<file path="src/rtl/uart_pkg.sv">
// Shared UART package: data width and the TX arbiter state encoding.
package uart_pkg;

  localparam int UART_DATA_W = 8;

  typedef enum logic [1:0] {
    ARB     = 2'd0,
    START   = 2'd1,
    WAIT_HI = 2'd2,
    WAIT_LO = 2'd3
  } arb_state_e;

endpackage

</file>
<file path="src/rtl/rr_pick.sv">
// Combinational round-robin picker: the search starts one past the last grant and
// returns the first set request as a one-hot vector plus its index.
module rr_pick #(
  parameter int NUM_REQ = 4
) (
  input  logic [NUM_REQ-1:0]         req,
  input  logic [$clog2(NUM_REQ)-1:0] last,
  output logic [NUM_REQ-1:0]         gnt,
  output logic [$clog2(NUM_REQ)-1:0] gnt_idx,
  output logic                       any
);

  localparam int IDX_W = $clog2(NUM_REQ);

  logic [IDX_W-1:0]     start;
  logic [2*NUM_REQ-1:0] dbl;
  logic [IDX_W:0]       sum;

  always_comb begin
    // NOTE: every output of this block gets a value before any branch, so no latch is inferred.
    start   = (last >= IDX_W'(NUM_REQ - 1)) ? '0 : last + 1'b1;
    dbl     = {req, req} >> start;
    any     = 1'b0;
    sum     = '0;
    gnt     = '0;
    gnt_idx = '0;
    for (int k = 0; k < NUM_REQ; k++) begin
      if (!any && dbl[k]) begin
        any = 1'b1;
        sum = {1'b0, start} + (IDX_W + 1)'(k);
      end
    end
    // The rotated offset may run past the top requester; fold it back.
    if (sum >= (IDX_W + 1)'(NUM_REQ)) begin
      sum = sum - (IDX_W + 1)'(NUM_REQ);
    end
    gnt_idx = sum[IDX_W-1:0];
    if (any) begin
      gnt = NUM_REQ'(1) << gnt_idx;
    end
  end

endmodule

</file>
<file path="src/rtl/uart_tx_arbiter.sv">
// Shares one UART_TX serializer between NUM_REQ byte requesters.
// Define UART_TX_ARB_FIXED_PRIO_EN for fixed priority (lowest index wins) instead of round-robin.
module uart_tx_arbiter
  import uart_pkg::*;
#(
  parameter int NUM_REQ  = 4,
  parameter int BUSY_TMO = 7
) (
  input  logic                           clk,
  input  logic                           rst,
  input  logic [NUM_REQ-1:0]             req_valid,
  input  logic [UART_DATA_W*NUM_REQ-1:0] req_data,
  output logic [NUM_REQ-1:0]             req_ack,
  output logic                           tx_start,
  output logic [UART_DATA_W-1:0]         tx_data,
  input  logic                           tx_busy,
  output logic [$clog2(NUM_REQ)-1:0]     grant_id,
  output logic                           active,
  output logic                           err_tmo,
  output logic [15:0]                    tx_count
);

  localparam int IDX_W = $clog2(NUM_REQ);
  localparam int TMO_W = $clog2(BUSY_TMO + 1);

  arb_state_e             state_q,    state_d;
  logic [NUM_REQ-1:0]     req_ack_q,  req_ack_d;
  logic                   tx_start_q, tx_start_d;
  logic [UART_DATA_W-1:0] tx_data_q,  tx_data_d;
  logic [IDX_W-1:0]       grant_id_q, grant_id_d;
  logic                   err_tmo_q,  err_tmo_d;
  logic [15:0]            tx_count_q, tx_count_d;
  logic [TMO_W-1:0]       tmo_cnt_q,  tmo_cnt_d;

  logic [IDX_W-1:0]       pick_last;
  logic [NUM_REQ-1:0]     pick_gnt;
  logic [IDX_W-1:0]       pick_idx;
  logic                   pick_any;

`ifdef UART_TX_ARB_FIXED_PRIO_EN
  // Pretending the top requester was served last makes the search always begin at index 0.
  assign pick_last = IDX_W'(NUM_REQ - 1);
`else
  assign pick_last = grant_id_q;
`endif

  rr_pick #(
    .NUM_REQ (NUM_REQ)
  ) u_rr_pick (
    .req     (req_valid),
    .last    (pick_last),
    .gnt     (pick_gnt),
    .gnt_idx (pick_idx),
    .any     (pick_any)
  );

  always_comb begin
    state_d    = state_q;
    req_ack_d  = '0;
    tx_start_d = 1'b0;
    tx_data_d  = tx_data_q;
    grant_id_d = grant_id_q;
    err_tmo_d  = err_tmo_q;
    tx_count_d = tx_count_q;
    tmo_cnt_d  = tmo_cnt_q;
    case (state_q)
      ARB: begin
        // Ack and start are raised together so both are seen during the START cycle.
        if (pick_any && !tx_busy) begin
          req_ack_d  = pick_gnt;
          tx_start_d = 1'b1;
          tx_data_d  = req_data[UART_DATA_W*int'(pick_idx) +: UART_DATA_W];
          grant_id_d = pick_idx;
          state_d    = START;
        end
      end
      START: begin
        tmo_cnt_d = '0;
        state_d   = WAIT_HI;
      end
      WAIT_HI: begin
        if (tx_busy) begin
          state_d = WAIT_LO;
        end else if (tmo_cnt_q == TMO_W'(BUSY_TMO - 1)) begin
          err_tmo_d = 1'b1;
          state_d   = ARB;
        end else begin
          tmo_cnt_d = tmo_cnt_q + 1'b1;
        end
      end
      WAIT_LO: begin
        if (!tx_busy) begin
          tx_count_d = tx_count_q + 16'd1;
          state_d    = ARB;
        end
      end
      default: state_d = ARB;
    endcase
  end

  always_ff @(posedge clk or posedge rst) begin
    if (rst) begin
      state_q    <= ARB;
      req_ack_q  <= '0;
      tx_start_q <= 1'b0;
      tx_data_q  <= '0;
      grant_id_q <= IDX_W'(NUM_REQ - 1);
      err_tmo_q  <= 1'b0;
      tx_count_q <= '0;
      tmo_cnt_q  <= '0;
    end else begin
      // NOTE: non-blocking assignments so every flop samples the pre-edge value of its peers.
      state_q    <= state_d;
      req_ack_q  <= req_ack_d;
      tx_start_q <= tx_start_d;
      tx_data_q  <= tx_data_d;
      grant_id_q <= grant_id_d;
      err_tmo_q  <= err_tmo_d;
      tx_count_q <= tx_count_d;
      tmo_cnt_q  <= tmo_cnt_d;
    end
  end

  assign req_ack  = req_ack_q;
  assign tx_start = tx_start_q;
  assign tx_data  = tx_data_q;
  assign grant_id = grant_id_q;
  assign active   = (state_q != ARB);
  assign err_tmo  = err_tmo_q;
  assign tx_count = tx_count_q;

endmodule

</file>
<file path="config.mk">
export PLATFORM = sky130hd
export DESIGN_NAME = uart_tx_arbiter
export DESIGN_NICKNAME = d
export VERILOG_FILES = /design/src/rtl/uart_pkg.sv /design/src/rtl/rr_pick.sv /design/src/rtl/uart_tx_arbiter.sv
export SDC_FILE = /design/constraint.sdc
export NUM_CORES = 1
export LEC_CHECK = 0
export CAP_MARGIN = 20
export CORE_ASPECT_RATIO = 0.5
export CORE_MARGIN = 4
export CORE_UTILIZATION = 48
export DETAILED_ROUTE_END_ITERATION = 6
export GPL_TIMING_DRIVEN = 0
export PLACE_DENSITY = 0.83
export SYNTH_ARGS = -nofsm -noshare
export SYNTH_HDL_FRONTEND = slang
export SYNTH_HIERARCHICAL = 1
export SYNTH_SLANG_ARGS = --single-unit
export TNS_END_PERCENT = 30
</file>
<file path="constraint.sdc">
create_clock -name clk -period 8.62 [get_ports clk]
set_input_delay 0.862 -clock clk [delete_from_list [all_inputs] [get_ports clk]]
set_output_delay 0.862 -clock clk [all_outputs]
set_load 0.02 [all_outputs]
</file>
==> flow_metrics.env <==
# implementation run metrics
export IMPL_clk_pin_slew_ns=0.08
export IMPL_antenna_found_initial=0
export IMPL_yosysCellCount=168
export IMPL_drive_gt1_frac=0.176
export IMPL_p_comb_mw=0.422
export IMPL_pg_clk_mw=0.149
export IMPL_skew_ns=0.00782
export IMPL_numCtsBuffers=5
export IMPL_grtUsageMet3=0.0414
export IMPL_power_leakage_nw=1.28
export IMPL_utilization=0.730
export IMPL_hold_violations=0
export IMPL_tap_cells=54
export IMPL_flops=37
export IMPL_fin_ws_ns=5.61
export IMPL_first_pass_iters=3
export IMPL_p_switching_mw=0.300
export IMPL_tightest_slew_ns=0.823
export IMPL_warnings=27
export IMPL_hold_end="tx_count[15]"
export IMPL_edf_count=0
export IMPL_critical_path_startpoint="req_valid[2]"
export IMPL_n_antenna_cell=0
export IMPL_crit_path_end="tx_data[2]"
export IMPL_tns_ns=0
export IMPL_gp_congestion=0.758
export IMPL_htree_num_levels=2
export IMPL_use_met1=0.211
export IMPL_cts_sinks=37
export IMPL_top_cells_by_count="dfrtp_1, nor2_1, mux2_2"
export IMPL_synth_top_cell_area_share=0.433
export IMPL_fill_cells=288
export IMPL_r2r_start="grant_id[0]"
export IMPL_vias=1559
export IMPL_cpLargestDelayFamily="buffers and inverters"
export IMPL_rrSetupSlack_ns=5.67
export IMPL_initial_core_util=0.508
export IMPL_grtUsageMet2=0.318
export IMPL_die_h_um=53.9
export IMPL_hold_depth=1
export IMPL_cts_root_buf="clkbuf_8"
export IMPL_die_width_um=99.8
export IMPL_coreArea_um2=3980
export IMPL_buf_share=0.268
export IMPL_largest_cell_class="logic gates"
export IMPL_relSlewSlack=0.451
export IMPL_final_setup_viol_count=0
export IMPL_ys_area_um2=2020
export IMPL_fin_cells=299
export IMPL_nets=287
export IMPL_cp_start_kind="input port"
export IMPL_grt_max_degree=21
export IMPL_ys_sh_mux=0.165
export IMPL_yosysTopAreaCell="dfrtp_1"
export IMPL_p_per_area_nw_per_um2=289
export IMPL_placed_cells=291
export IMPL_syn_inst=168
export IMPL_status="finished, final reports clean"
export IMPL_routedWlPerCell_um=14.8
export IMPL_pwr_share_comb=0.503
export IMPL_ir_drop_mv=0.195
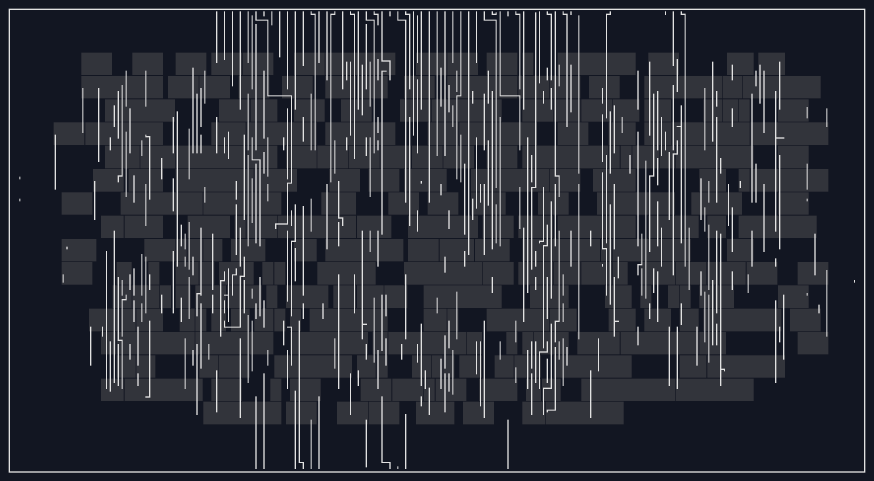
**Above:** met2 routing.
nets with wire on the layer: 256
wire length on this layer: 2,370 µm
main direction: vertical
longest straight run: 29.4 µm
share of all routed wire: 53%

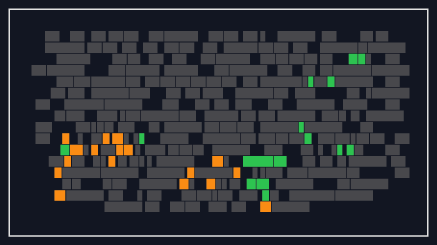
**Above:** logic cells by family.
[orange] aoi and oai cells | cells: 17
[green] nand cells | cells: 15 | most used: nand3_1

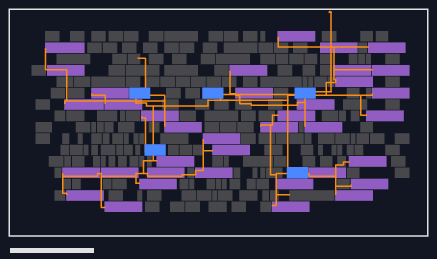
**Above:** routed clock nets over the placement.
Bar = 20 µm.
[blue] clock-net drivers | count: 5
[purple] flip-flops | count: 37
[orange] clock wires | length: 449 µm
routed clock nets: 6

